### src/rtl/rv_ibus_bridge.sv
// rv_ibus_bridge: fetch-port to OBI-style memory bridge with one outstanding request.
// Define RV_IBUS_ERR_EN to return the bus error with each word on o_f_fault.
module rv_ibus_bridge #(
  parameter int IADDR_SPACE_BITS = 16
) (
  input  logic                        i_clk,
  input  logic                        i_reset,
  input  logic [IADDR_SPACE_BITS-1:0] i_f_addr,
  input  logic                        i_f_cyc,
  input  logic                        i_flush,
  output logic                        o_f_ack,
  output logic [31:0]                 o_f_instruction,
  output logic                        o_f_fault,
  output logic                        o_m_req,
  output logic [31:0]                 o_m_addr,
  input  logic                        i_m_gnt,
  input  logic                        i_m_rvalid,
  input  logic [31:0]                 i_m_rdata,
  input  logic                        i_m_err
);
  localparam int W = IADDR_SPACE_BITS;
  typedef enum logic [2:0] {IDLE, REQ, WAIT, HOLD, DROP} state_t;
  state_t r_state, w_next;
  logic [W-1:0] r_addr;
  logic r_flushed, w_same, w_match, w_capture;
  logic w_unused_addr;
  assign w_unused_addr = ^i_f_addr[1:0];
  assign w_same = i_f_addr[W-1:2] == r_addr[W-1:2];
  assign w_match = i_f_cyc && w_same;
  assign o_m_req = r_state == REQ;
  assign o_m_addr = 32'(r_addr);
  always_comb begin
    w_next = r_state;
    o_f_ack = 1'b0;
    w_capture = 1'b0;
    case (r_state)
      IDLE: w_next = i_f_cyc && !i_flush ? REQ : IDLE;
      REQ:  w_next = !i_m_gnt ? REQ : (r_flushed || i_flush) ? DROP : WAIT;
      WAIT: begin
        w_capture = i_m_rvalid;
        o_f_ack = i_m_rvalid && !i_flush && w_match;
        w_next = i_m_rvalid ? ((i_flush || w_match) ? IDLE : HOLD) : (i_flush ? DROP : WAIT);
      end
      HOLD: begin
        o_f_ack = !i_flush && w_match;
        w_next = (i_flush || !w_same || i_f_cyc) ? IDLE : HOLD;
      end
      DROP: w_next = i_m_rvalid ? IDLE : DROP;
      default: w_next = IDLE;
    endcase
  end
  always_ff @(posedge i_clk) begin
    if (i_reset) begin
      r_state <= IDLE;
      r_addr <= '0;
      r_flushed <= 1'b0;
      o_f_instruction <= '0;
    end else begin
      r_state <= w_next;
      if (r_state == IDLE && w_next == REQ) begin
        r_addr <= {i_f_addr[W-1:2], 2'b00};
        r_flushed <= 1'b0;
      end else if (r_state == REQ && i_flush) begin
        r_flushed <= 1'b1;
      end
      if (w_capture) o_f_instruction <= i_m_rdata;
    end
  end
`ifdef RV_IBUS_ERR_EN
  logic r_fault;
  always_ff @(posedge i_clk) begin
    if (i_reset) r_fault <= 1'b0;
    else if (w_capture) r_fault <= i_m_err;
  end
  assign o_f_fault = r_fault;
`else
  logic w_unused_err;
  assign w_unused_err = i_m_err;
  assign o_f_fault = 1'b0;
`endif
endmodule

### config.mk
export PLATFORM = sky130hd
export DESIGN_NAME = rv_ibus_bridge
export DESIGN_NICKNAME = d
export VERILOG_FILES = /design/src/rtl/rv_ibus_bridge.sv
export SDC_FILE = /design/constraint.sdc
export NUM_CORES = 1
export LEC_CHECK = 0
export ABC_AREA = 1
export CAP_MARGIN = 15
export CORE_AREA = 4 4 85 87
export CTS_BUF_LIST = sky130_fd_sc_hd__clkbuf_4 sky130_fd_sc_hd__clkbuf_8
export CTS_CLUSTER_DIAMETER = 60
export DETAILED_ROUTE_END_ITERATION = 8
export DIE_AREA = 0 0 89 91
export GPL_ROUTABILITY_DRIVEN = 0
export PLACE_DENSITY = 0.79
export SYNTH_ARGS = -nofsm -noshare
export SYNTH_HDL_FRONTEND = slang
export SYNTH_SLANG_ARGS = --single-unit
### constraint.sdc
create_clock -name i_clk -period 1.1 [get_ports i_clk]
set_input_delay 0.22 -clock i_clk [delete_from_list [all_inputs] [get_ports i_clk]]
set_output_delay 0.22 -clock i_clk [all_outputs]
set_load 0.02 [all_outputs]
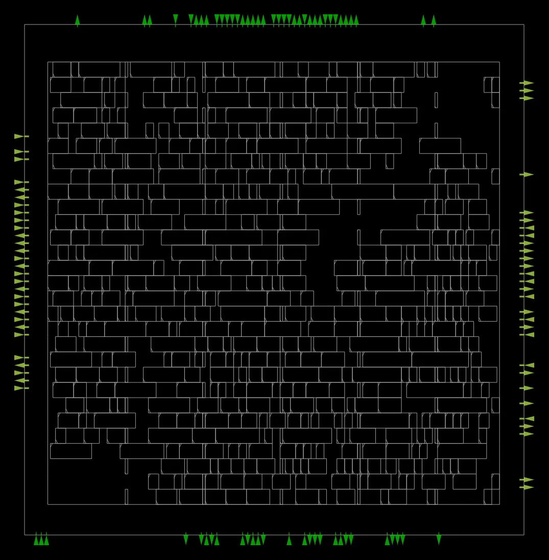
(run_1/placed.png)
fill count: 487
# Taps: 77
Core Area: 6350 µm²
fraction of area in registers: 0.2337

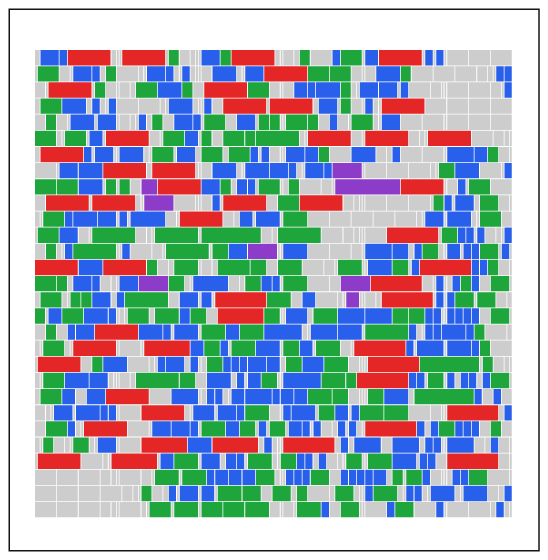
(run_1/class_map.png)
Fill, decap, tap and diode cells in gray.
[red] registers | cells: 50
[blue] remaining logic cells | cells: 264
[purple] clock drivers and dummy loads | cells: 8
[green] remaining buffers and delay cells | cells: 164
final instance area: 4502 µm²
post-layout util: 0.7090

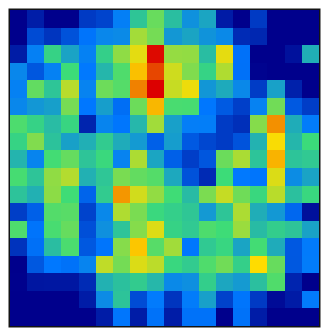
(run_1/route_heat.png)
The die is cut into 18 by 18 equal tiles; dark blue is low, red is high, scaled to the fullest tile. Values are wire area over tile area, all layers added.
tiles over half the peak: 27%
nearly empty tiles: 11%
emptiest ninth of the die: north-east
fullest tile: 0.45
mean over tiles: 0.16
densest ninth of the die: north

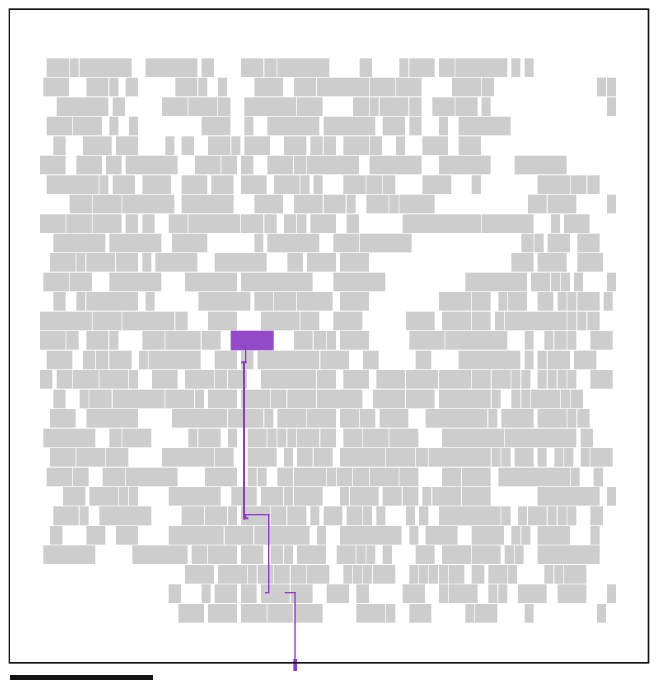
(run_1/port_trees.png)
Bar = 20 µm.
[purple] o_m_req | bits: 1 | direction: output | end cells: 1 | buffers: 1 | wire: 50.7 µm

run 1: final timing paths:
kind | startpoint | end | depth (start not counted)
worst max-delay path | r_addr[10] | o_f_ack | 9
worst min register to register | o_f_instruction[17] | o_f_instruction[17] | 2
worst min-delay path | i_reset | r_state[0] | 2
worst max register to register | r_addr[10] | r_state[1] | 14
run 1: metrics by stage:
stage | setup TNS [ps] | cell area, µm² | hold slack [ps]
after floorplan | -493.4 | 2444 | 356.2
after global placement | -31320 | 3612 | 450.0
after detailed placement | -32650 | 3612 | 454.9
after CTS | -11540 | 4108 | 191.7
after global routing | -16250 | 4502 | 213.9
final | -12460 | 4502 | 214.5
run 1: layer usage:
metal  vias to the layer above  part of all wire  global-route usage
li1                       1295                 -                   -
met1                      1196              0.38              0.2112
met2                        80              0.54              0.3261
met3                        20             0.059             0.04253
met4                         0             0.024             0.05707
met5                         -                 0                   0
run 1: synthesized netlist by cell type, drive strengths merged:
master	number	area [µm²]
nand2	118	452.9
dfxtp	50	1001
a21oi	37	185.2
inv	34	127.6
nor2	29	116.4
buf	27	214.0
a211oi	11	82.58
nand3	7	40.04
clkbuf	6	22.52
nor3	2	21.27
o21ai	2	10.00
xnor2	2	17.52
a31o	1	8.760
clkinv	1	5.000
conb	1	3.750
nor4	1	6.260
run 1: timing repair:
item,4_1_cts,5_1_grt
hold buffers,0,0
setup buffers,18,14
gates resized,297,122
endpoints found under the setup margin,98,57
gates cloned,6,0
pin swaps,21,42
run 1: sequential cells by signal, indices dropped and copies added, names as in the netlist:
name / cells
o_f_instruction: 32
r_addr: 14
r_flushed: 1
r_state: 3
run 1: cells in the final DEF, fill, tap and decap left out, types with 13 or more instances in the layout:
cell type,netlist,layout
dlygate4sd2_1,0,15
nor2_4,1,13
nand2_2,1,18
clkdlybuf4s50_1,0,36
buf_6,5,29
conb_1,1,19
buf_2,3,42
inv_1,33,20
dfxtp_1,50,33
nand2_4,1,24
nand2_1,116,76
buf_4,19,29
a21oi_2,0,35
run 1: where the power goes:
part / internal [mW] / switching [mW] / leakage, nW
Sequential: 1.85 / 0.0419 / 0.416
Clock: 0.706 / 0.601 / 0.0591
Combinational: 0.486 / 0.509 / 1.61
run 1: cell type report:
cell class                 instances  area, µm²  share of cell area
multi-input combinational        229       1565              0.3477
timing repair buffer             164       1524              0.3385
sequential                        50       1052              0.2337
inverter                          35      151.4             0.03363
tap                               77      96.34             0.02140
clock buffer                       6      76.32             0.01695
clock inverter                     2      36.28            0.008060
run 1: logic make-up (layout without fill, tap and decap cells):
logic type / Yosys count / after routing / share of synthesized area
simple gates: 157 / 157 / 0.2751
buf+inv: 68 / 207 / 0.1595
compound gates: 51 / 51 / 0.1238
flops: 50 / 50 / 0.4324
xor+xnor: 2 / 2 / 0.007569
other cells: 1 / 19 / 0.001620
==> GITHUB_STEP_SUMMARY, run 1 <==
### Flow metrics

| Metric | Value |
|---|---|
| Largest net degree at the start of global routing | 25 |
| Crit path buffers/inverters | 2 |
| Late-Pin Clk Latency | 300 ps |
| DRT iter0 DRCs | 66 |
| Reg clk slew, reported paths | 90 ps |
| Setup violators final | 55 |
| Hold crit path type | primary input to flip-flop |
| Final min period | 1660 ps |
| Crit-path max cell delay | 360 ps |
| YS chip area | 2315 µm² |
| Total of max-cap violations | 0 |
| Antenna cells | 0 |
| Clock Sink Count | 50 |
| Hpwl dp | 4.799 mm |
| Crit path max-delay family | simple AND/OR/NAND/NOR gates |
| CP Launch Type | flip-flop |
| Peak supply drop | 0.0008152 V |
| Pre-CTS setup slack | -1123 ps |
| TritonCTS clock tree | done |
| Pwr/cell area | 932.1 nW/µm² |
| Routed length per instance | 14.14 µm |
| Skew final | 6.624 ps |
| Clk root buf | clkbuf_8 |
| Required @ worst endpoint | 880 ps |
| DRC viols | 0 |
| Vias per cell | 4.602 |
| 1st-pass router iterations | 4 |
| Initial antenna violation count | 0 |
| Yosys Instances | 329 |
| Synth unique cells | 25 |
| Die Wd | 89 µm |
| Failing checks | setup timing |
| Die area | 8099 µm² |
| Mapped cell area | 2315 µm² |
| Total power | 4.196 mW |
| Inserted Clock Buffers | 5 |
| Antenna Nets Post-Route | 0 |
| Outcome | complete, but fails checks |
| Register share after synthesis | 0.4324 |
| Vias in the first global route | 2540 |
| Crit Path Max Fanout | 3 |
| Yosys Warn Count | 0 |
| Clock Path Buffers | 2 |
| CP arrival | 1440 ps |
| Crit-path cells | inv_2 -> nand2_2 -> nand2_1 -> nor2_1 -> nand2_1 -> nor2_4 -> nand2_2 -> nor2_4 -> buf_6 |
| Flops after synth | 50 |
| Final #Nets | 540 |
| Type of the worst setup path | flip-flop to primary output |
| Grt ovf | 0 |
| Layout area overhead | 94.49% |
| Internal reg-to-reg setup slack | -480 ps |
| Final hold violation count | 0 |
| Total track usage | 0.1824 |
| Leak | 2.084 nW |
| Vias | 2591 |
| Detailed Route WL | 7.960 mm |
| H-tree depth | 2 |
| Count of mapped cells out of synthesis | 329 |
| I/O pin count | 122 |
| Fin cells | 563 |
| Post-synthesis average cell area | 7.036 µm² |
| RSZ-0062 raised after global routing | true |
| Crit. End Element | primary output |
| Crit path max-delay cell type | dfxtp_4 |
| Fin worst setup slack | -559.8 ps |
| Cycle use final | 1.509 |
| Tool warnings | 32 |
| First-pass GRT wire length | 11.87 mm |
| Initial core utilization | 0.3645 |
| Die Height | 91 µm |
| Share of cells above drive strength 1 | 0.5556 |
| Slew Viols, Final | 0 |
| Fmax | 602.5 MHz |
| Port Buffers | 99 |
| Std cell rows | 29 |
| Placed cell count | 528 |
==> run 2: changes to the inputs <==
Settings changed: SLEW_MARGIN from default to 20.
==> run 2 against run 1 <==
Synthesized area stayed put. The run still ends with setup timing left. Non-clock buffer count unchanged. Synthesized cell count unchanged. Largest cell class unchanged. Worst hold slack did not move. Via count is the same. Sequential share of layout area is the same. Critical endpoint unchanged. Power stayed put.
==> GITHUB_STEP_SUMMARY, run 2 <==
### Flow metrics

| Metric | Value |
|---|---|
| Outcome | complete, but fails checks |
| Failing checks | setup timing |
| Fill count | 487 |
| Max FFs per register | 32 |
| Crit. End Element | primary output |
| I/O pin count | 122 |
| Peak supply drop | 0.0008152 V |
| Clk root buf | clkbuf_8 |
| Max-area cell share | 0.4324 |
| Initial core utilization | 0.3645 |
| Vias | 2591 |
| DRT iter0 DRCs | 66 |
| Tool warnings | 32 |
| Clock power frac | 0.311 |
| Final min period | 1660 ps |
| Hpwl dp | 4.799 mm |
| Die Wd | 89 µm |
| Mapped cell area | 2315 µm² |
| R2r startpoint | r_addr[10] |
| Port Buffers | 99 |
| H-tree depth | 2 |
| First-pass GRT wire length | 11.87 mm |
| Pwr/cell area | 932.1 nW/µm² |
| Register share after synthesis | 0.4324 |
| Synth unique cells | 25 |
| Die area | 8099 µm² |
| Detailed Route WL | 7.960 mm |
| TritonCTS clock tree | done |
| R2r endpoint | r_state[1] |
| Hold Path Origin | i_reset |
| Hold crit path type | primary input to flip-flop |
| Initial antenna violation count | 0 |
| Setup violators final | 55 |
| Yosys simple share | 0.2751 |
| Post-synth top flop | dfxtp_1 |
| Combinational group share of total power | 0.237 |
| Flops after synth | 50 |
| Total track usage | 0.1824 |
| Top logic cells by instance count in the layout | nand2_1 (76), buf_2 (42), clkdlybuf4s50_1 (36) |
| Area leader, netlist | dfxtp_1 |
| CP arrival | 1440 ps |
| Skew final | 6.624 ps |
| Top cell excl fill/tap | nand2_1 |
| Largest registers | o_f_instruction: 32 flops, r_addr: 14 flops, r_state: 3 flops |
| Yosys xor share | 0.007568 |
| Final hold violation count | 0 |
| Final #Nets | 540 |
| DRC viols | 0 |
| Layout area overhead | 94.49% |
| Sequential share of power | 0.452 |
| Total of max-cap violations | 0 |
| YS chip area | 2315 µm² |
| Yosys Warn Count | 0 |
| Antenna Nets Post-Route | 0 |
| Synth logic family | simple AND/OR/NAND/NOR gates |
| Top cells by count, synth | nand2_1 (116), dfxtp_1 (50), a21oi_1 (37) |
| Top-count cell post-synth | nand2_1 |
| Hold Path Sink | r_state[0] |
| EDFF count, synth | 0 |
| Clock Path Buffers | 2 |
| Grt ovf | 0 |
| Inserted Clock Buffers | 5 |
| Type of the worst setup path | flip-flop to primary output |
| Asr flop ratio synth | 0 |
| Routed length per instance | 14.14 µm |
| Internal reg-to-reg setup slack | -480 ps |
| Hold Path Depth | 2 |
| Pre-CTS setup slack | -1123 ps |
| Die Height | 91 µm |
| Core Area | 6350 µm² |
| 1st-pass router iterations | 4 |
| Antenna cells | 0 |
| Crit Path Max Fanout | 3 |
| Cycle use final | 1.509 |
| Reg clk slew, reported paths | 90 ps |
| Slew Viols, Final | 0 |
| Count of mapped cells out of synthesis | 329 |
| Required @ worst endpoint | 880 ps |
| Vias in the first global route | 2540 |
| Largest Register | o_f_instruction |
| CP Launch Type | flip-flop |
| Yosys adder share | 0 |
| Vias per cell | 4.602 |
| Post-synthesis average cell area | 7.036 µm² |
| Worst Reg-to-Reg Cells | 14 |
| RSZ-0062 raised after global routing | true |
| Largest net degree at the start of global routing | 25 |
| Internal Power | 3.045 mW |
| Late-Pin Clk Latency | 300 ps |
| Switching share of power | 0.2744 |
| Yosys Instances | 329 |
| MUX area fraction | 0 |
| Fmax | 602.5 MHz |
| Fin worst setup slack | -559.8 ps |
| Aoi share | 0.1238 |
| Leak | 2.084 nW |
| Setup TNS | -12460 ps |
| # hold bufs at CTS | 0 |
| P_sw | 1.152 mW |
| Share of cells above drive strength 1 | 0.5556 |
| Clock Sink Count | 50 |
| Top cells by area | dfxtp_1 (43%), nand2_1 (19%), a21oi_1 (8.0%) |
run 2: how the worst max path moves through the flow:
stage                  from      end  slack [ps]  cells after the start
3_5_place_dp   i_f_addr[10]  o_f_ack       -1120                     10
4_1_cts          r_addr[10]  o_f_ack        -540                      9
5_1_grt          r_addr[10]  o_f_ack        -670                      9
3_3_place_gp   i_f_addr[11]  o_f_ack       -1110                     10
2_1_floorplan     r_addr[8]  o_f_ack        -140                      8
6_report         r_addr[10]  o_f_ack        -560                      9
run 2: metrics by stage:
step | hold slack [ps] | cell area [µm²] | utilization | power [mW] | std cells
after floorplan | 356.2 | 2444 | - | 2.308 | 347
after global placement | 450.0 | 3612 | 0.5689 | 2.669 | 528
after detailed placement | 454.9 | 3612 | 0.5689 | 2.686 | 528
after CTS | 191.7 | 4108 | 0.6469 | 4.143 | 559
after global routing | 213.9 | 4502 | 0.7090 | 4.394 | 563
final | 214.5 | 4502 | 0.7090 | 4.196 | 563
run 2: power by group through the flow:
stage	Combinational (mW)	Clock (mW)	Sequential [mW]
floorplan	0.324	0	1.98
global placement	0.741	0	1.93
detailed placement	0.754	0	1.93
CTS	0.899	1.35	1.89
global route	1.06	1.43	1.90
finish	0.995	1.31	1.89
run 2: what timing repair did:
action                                  in CTS  in global routing
pin swaps                                   21                 42
endpoints found under the setup margin      98                 57
gates cloned                                 6                  0
resized                                    297                122
setup buffers                               18                 14
run 2: worst max-delay path, cell delays in order (launching register included):
cell	delay (ps)
dfxtp_4	360
inv_2	40
nand2_2	40
nand2_1	50
nor2_1	90
nand2_1	110
nor2_4	170
nand2_2	80
nor2_4	90
buf_6	120
run 2: cell families after synthesis:
family          count (synthesis)
compound gates                 51
other cells                     1
flops                          50
xor+xnor                        2
simple gates                  157
buf+inv                        68
run 2: per-layer routing:
metal / wire, µm / GRT usage
met1: 2991 / 0.2112
met5: 0 / 0
met2: 4306 / 0.3261
met3: 473 / 0.04253
met4: 189 / 0.05707
run 2: cell type report:
class,count,area (µm²),area share
multi-input combinational,229,1565,0.3477
timing repair buffer,164,1524,0.3385
sequential,50,1052,0.2337
inverter,35,151.4,0.03363
tap,77,96.34,0.02140
clock buffer,6,76.32,0.01695
clock inverter,2,36.28,0.008060
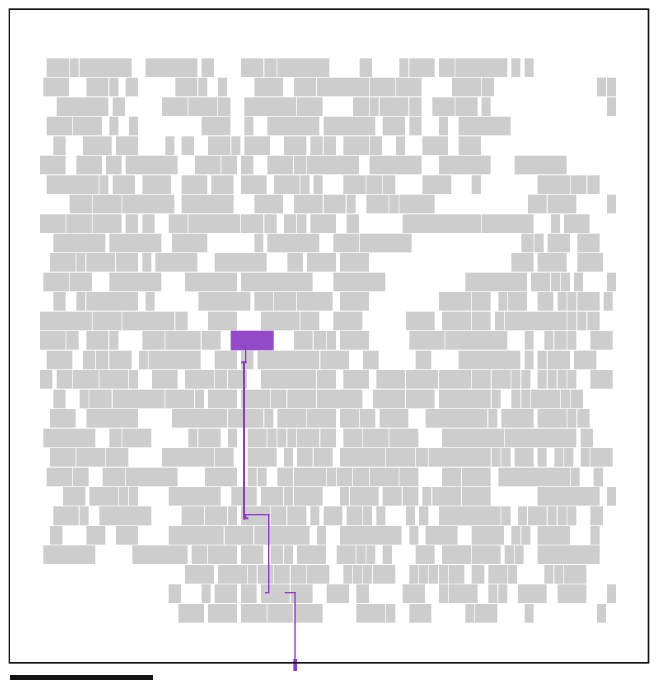
(run_2/port_trees.png)
Bar = 20 µm.
[purple] o_m_req | bits: 1 | direction: output | end cells: 1 | buffers: 1 | wire: 50.7 µm

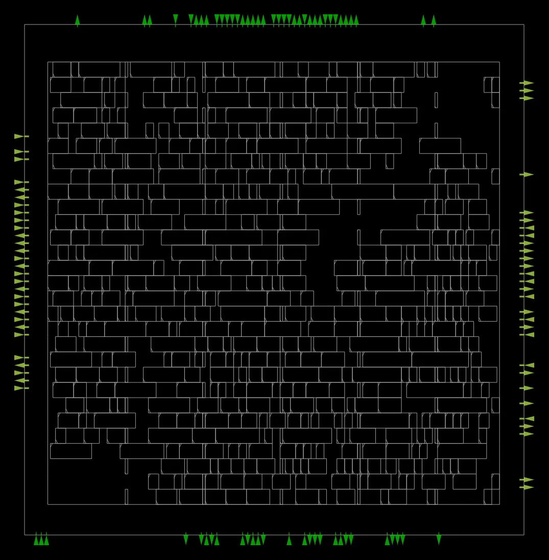
(run_2/placed.png)
std cell rows: 29
fin cells: 563
flop count: 50

==> run 3: changes to the inputs <==
Settings changed: CAP_MARGIN 15 to 20, CORE_AREA 4 4 85 87 to 5 5 86 88, DIE_AREA 0 0 89 91 to 0 0 91 93.
==> run 3 against run 2 <==
The flow still finishes with violations (setup timing). Routed wire length fell by 5.0%. First-iteration DRC count is 30% lower. Sequential power about the same. Combinational power is 8.3% lower. Count of clock-buffer cells in the layout fell by 1. Synthesized cell count did not move. Utilization fell by 6.1 points. Sequential share of layout area is 1.4 points higher. Global-route usage fell by 2.1 points. Worst hold slack improved by 110 ps. Synthesized area unchanged. Power shrank 7.4%.
==> GITHUB_STEP_SUMMARY, run 3 <==
### Flow metrics

| Metric | Value |
|---|---|
| Crit Path Max Fanout | 3 |
| Yosys Warn Count | 0 |
| Largest net degree at the start of global routing | 29 |
| DRT iter0 DRCs | 46 |
| Fmax | 595.2 MHz |
| Detailed Route WL | 7.565 mm |
| Initial core utilization | 0.3524 |
| Top cells by count, synth | nand2_1 (116), dfxtp_1 (50), a21oi_1 (37) |
| Vias | 2609 |
| Top cell excl fill/tap | nand2_1 |
| TritonCTS clock tree | done |
| Largest Register | o_f_instruction |
| 1st-pass router iterations | 4 |
| Type of the worst setup path | flip-flop to primary output |
| Share of cells above drive strength 1 | 0.5158 |
| Final #Nets | 529 |
| Placed cell count | 529 |
| Skew final | 9.084 ps |
| Inserted Clock Buffers | 5 |
| Die area | 8463 µm² |
| Post-layout util | 0.6476 |
| Max-area cell share | 0.4324 |
| Grt ovf | 0 |
| Routed length per instance | 13.63 µm |
| Cycle use final | 1.527 |
| Fill count | 557 |
| Max FFs per register | 32 |
| # hold bufs at CTS | 0 |
| Clk root buf | clkbuf_8 |
| Crit-path cells | inv_2 -> nand2_1 -> nand2_1 -> nor2_1 -> nand2_1 -> nor2_2 -> nand2_2 -> nor2_4 -> buf_6 |
| Yosys Instances | 329 |
| Setup violators final | 53 |
| H-tree depth | 2 |
| Required @ worst endpoint | 880 ps |
| Die Wd | 91 µm |
| Top cells by area | dfxtp_1 (43%), nand2_1 (19%), a21oi_1 (8.0%) |
| Crit. End Element | primary output |
| Crit path max-delay cell type | dfxtp_4 |
| Hpwl dp | 4.661 mm |
| Top-count cell post-synth | nand2_1 |
| Antenna cells | 0 |
| Count of mapped cells out of synthesis | 329 |
| Total power | 3.886 mW |
| Leak | 2.002 nW |
| Die Height | 93 µm |
| Clock Path Buffers | 2 |
| Post-synthesis average cell area | 7.036 µm² |
| RSZ-0062 raised after global routing | true |
| Clock Sink Count | 50 |
| Register share after synthesis | 0.4324 |
| Crit path max-delay family | simple AND/OR/NAND/NOR gates |
| CP arrival | 1460 ps |
| Final min period | 1680 ps |
| Area leader, netlist | dfxtp_1 |
| Slew Viols, Final | 0 |
| Top logic cells by instance count in the layout | nand2_1 (81), buf_2 (42), clkdlybuf4s50_1 (36) |
| Vias per cell | 4.701 |
| Vias in the first global route | 2509 |
| Layout area overhead | 83.78% |
| Antenna Nets Post-Route | 0 |
| Flops after synth | 50 |
| Largest registers | o_f_instruction: 32 flops, r_addr: 14 flops, r_state: 3 flops |
| Synth unique cells | 25 |
| Failing checks | setup timing |
| Final hold violation count | 0 |
| Late-Pin Clk Latency | 310 ps |
| Crit-path max cell delay | 370 ps |
| DRC viols | 0 |
| First-pass GRT wire length | 11.46 mm |
| YS chip area | 2315 µm² |
| Tool warnings | 32 |
| Cell mode on critical path | nand2_1 |
| Reg clk slew, reported paths | 100 ps |
| Total of max-cap violations | 0 |
| WHS | 320.8 ps |
| Peak supply drop | 0.0005876 V |
| Crit path buffers/inverters | 2 |
| Outcome | complete, but fails checks |
| Asr flop ratio synth | 0 |
| I/O pin count | 122 |
| Fin worst setup slack | -580.2 ps |
| EDFF count, synth | 0 |
| Initial antenna violation count | 0 |
| Pwr/cell area | 913.6 nW/µm² |
| CP Launch Type | flip-flop |
| Total track usage | 0.1615 |
| Port Buffers | 99 |
| Mapped cell area | 2315 µm² |
| Hold crit path type | primary input to flip-flop |
| Post-synth top flop | dfxtp_1 |
run 3: metrics by stage:
stage	worst slack, ps	TNS [ps]	cell area [µm²]
6_report	-580.2	-12490	4254
3_3_place_gp	-1111	-31660	3601
5_1_grt	-641.9	-15470	4254
4_1_cts	-548.8	-11320	3974
2_1_floorplan	-141.5	-493.4	2444
3_5_place_dp	-1121	-32480	3601
run 3: repair_timing:
item | CTS | global route
buffers inserted | 13 | 10
cloned | 6 | 0
setup endpoints to repair | 98 | 57
pin swaps | 22 | 42
resized | 282 | 107
run 3: logic make-up after synthesis:
logic type	after synthesis	synth area share
other	1	0.001620
AOI/OAI and AO/OA	51	0.1238
buffers and inverters	68	0.1595
DFF	50	0.4324
xor gates and xnor gates	2	0.007569
and+or+nand+nor	157	0.2751
run 3: layout make-up:
class / count / area, µm² / share of cell area
Sequential cell: 50 / 1055 / 0.2479
Clock buffer: 5 / 68.82 / 0.01618
Clock inverter: 3 / 21.27 / 0.005000
Timing Repair Buffer: 153 / 1355 / 0.3185
Inverter: 35 / 151.4 / 0.03559
Multi-Input combinational cell: 229 / 1503 / 0.3532
Tap cell: 80 / 100.1 / 0.02353
run 3: worst paths after layout:
kind / slack (ps) / endpoint / start / depth (start not counted)
worst max-delay path: -580 / o_f_ack / r_addr[11] / 9
worst min-delay path: 320 / o_f_instruction[24] / i_reset / 3
worst max register to register: -340 / o_f_instruction[29] / r_state[2] / 11
worst min register to register: 470 / o_f_instruction[16] / o_f_instruction[16] / 2
run 3: worst reg2reg max path, delay by kind of cell (launching register included):
kind                   cells  cell delay [ps]
AND/OR/NAND/NOR            4              320
buffers and inverters      6              630
AND-OR/OR-AND              1              110
flip-flops                 1              340
run 3: where the power goes:
part	leakage, nW	switching (mW)	internal (mW)
Sequential	0.416	0.0407	1.85
Combinational	1.54	0.471	0.441
Clock	0.0441	0.634	0.448
run 3: metal layers:
layer | share of wire | vias up | track usage
met3 | 0.073 | 8 | 0.05390
li1 | - | 1278 | -
met4 | 0.0074 | 0 | 0.02934
met1 | 0.39 | 1234 | 0.1864
met5 | 0 | - | 0
met2 | 0.53 | 89 | 0.2921
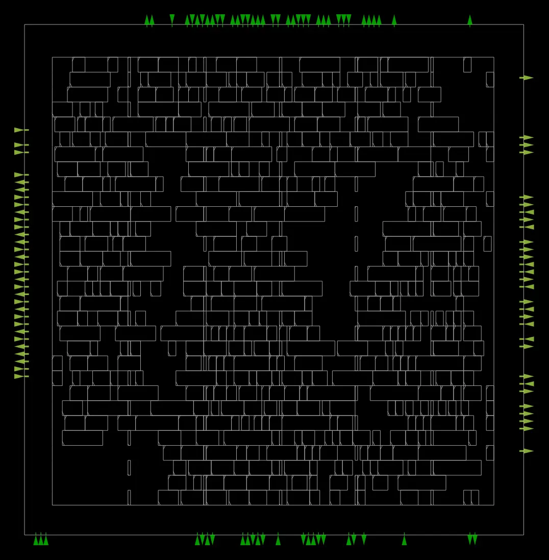
(run_3/placed.png)
std cell rows: 30
Core Area: 6569 µm²
# Taps: 80
fin cells: 555

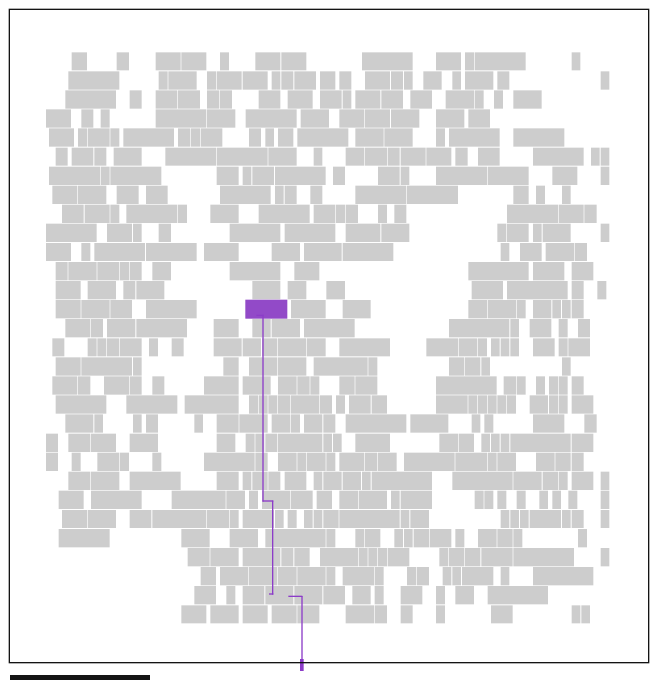
(run_3/port_trees.png)
Bar = 20 µm.
[purple] o_m_req | bits: 1 | direction: output | end cells: 1 | buffers: 1 | wire: 53.4 µm

No activity file was given, so power comes from the tool's default toggle rates.
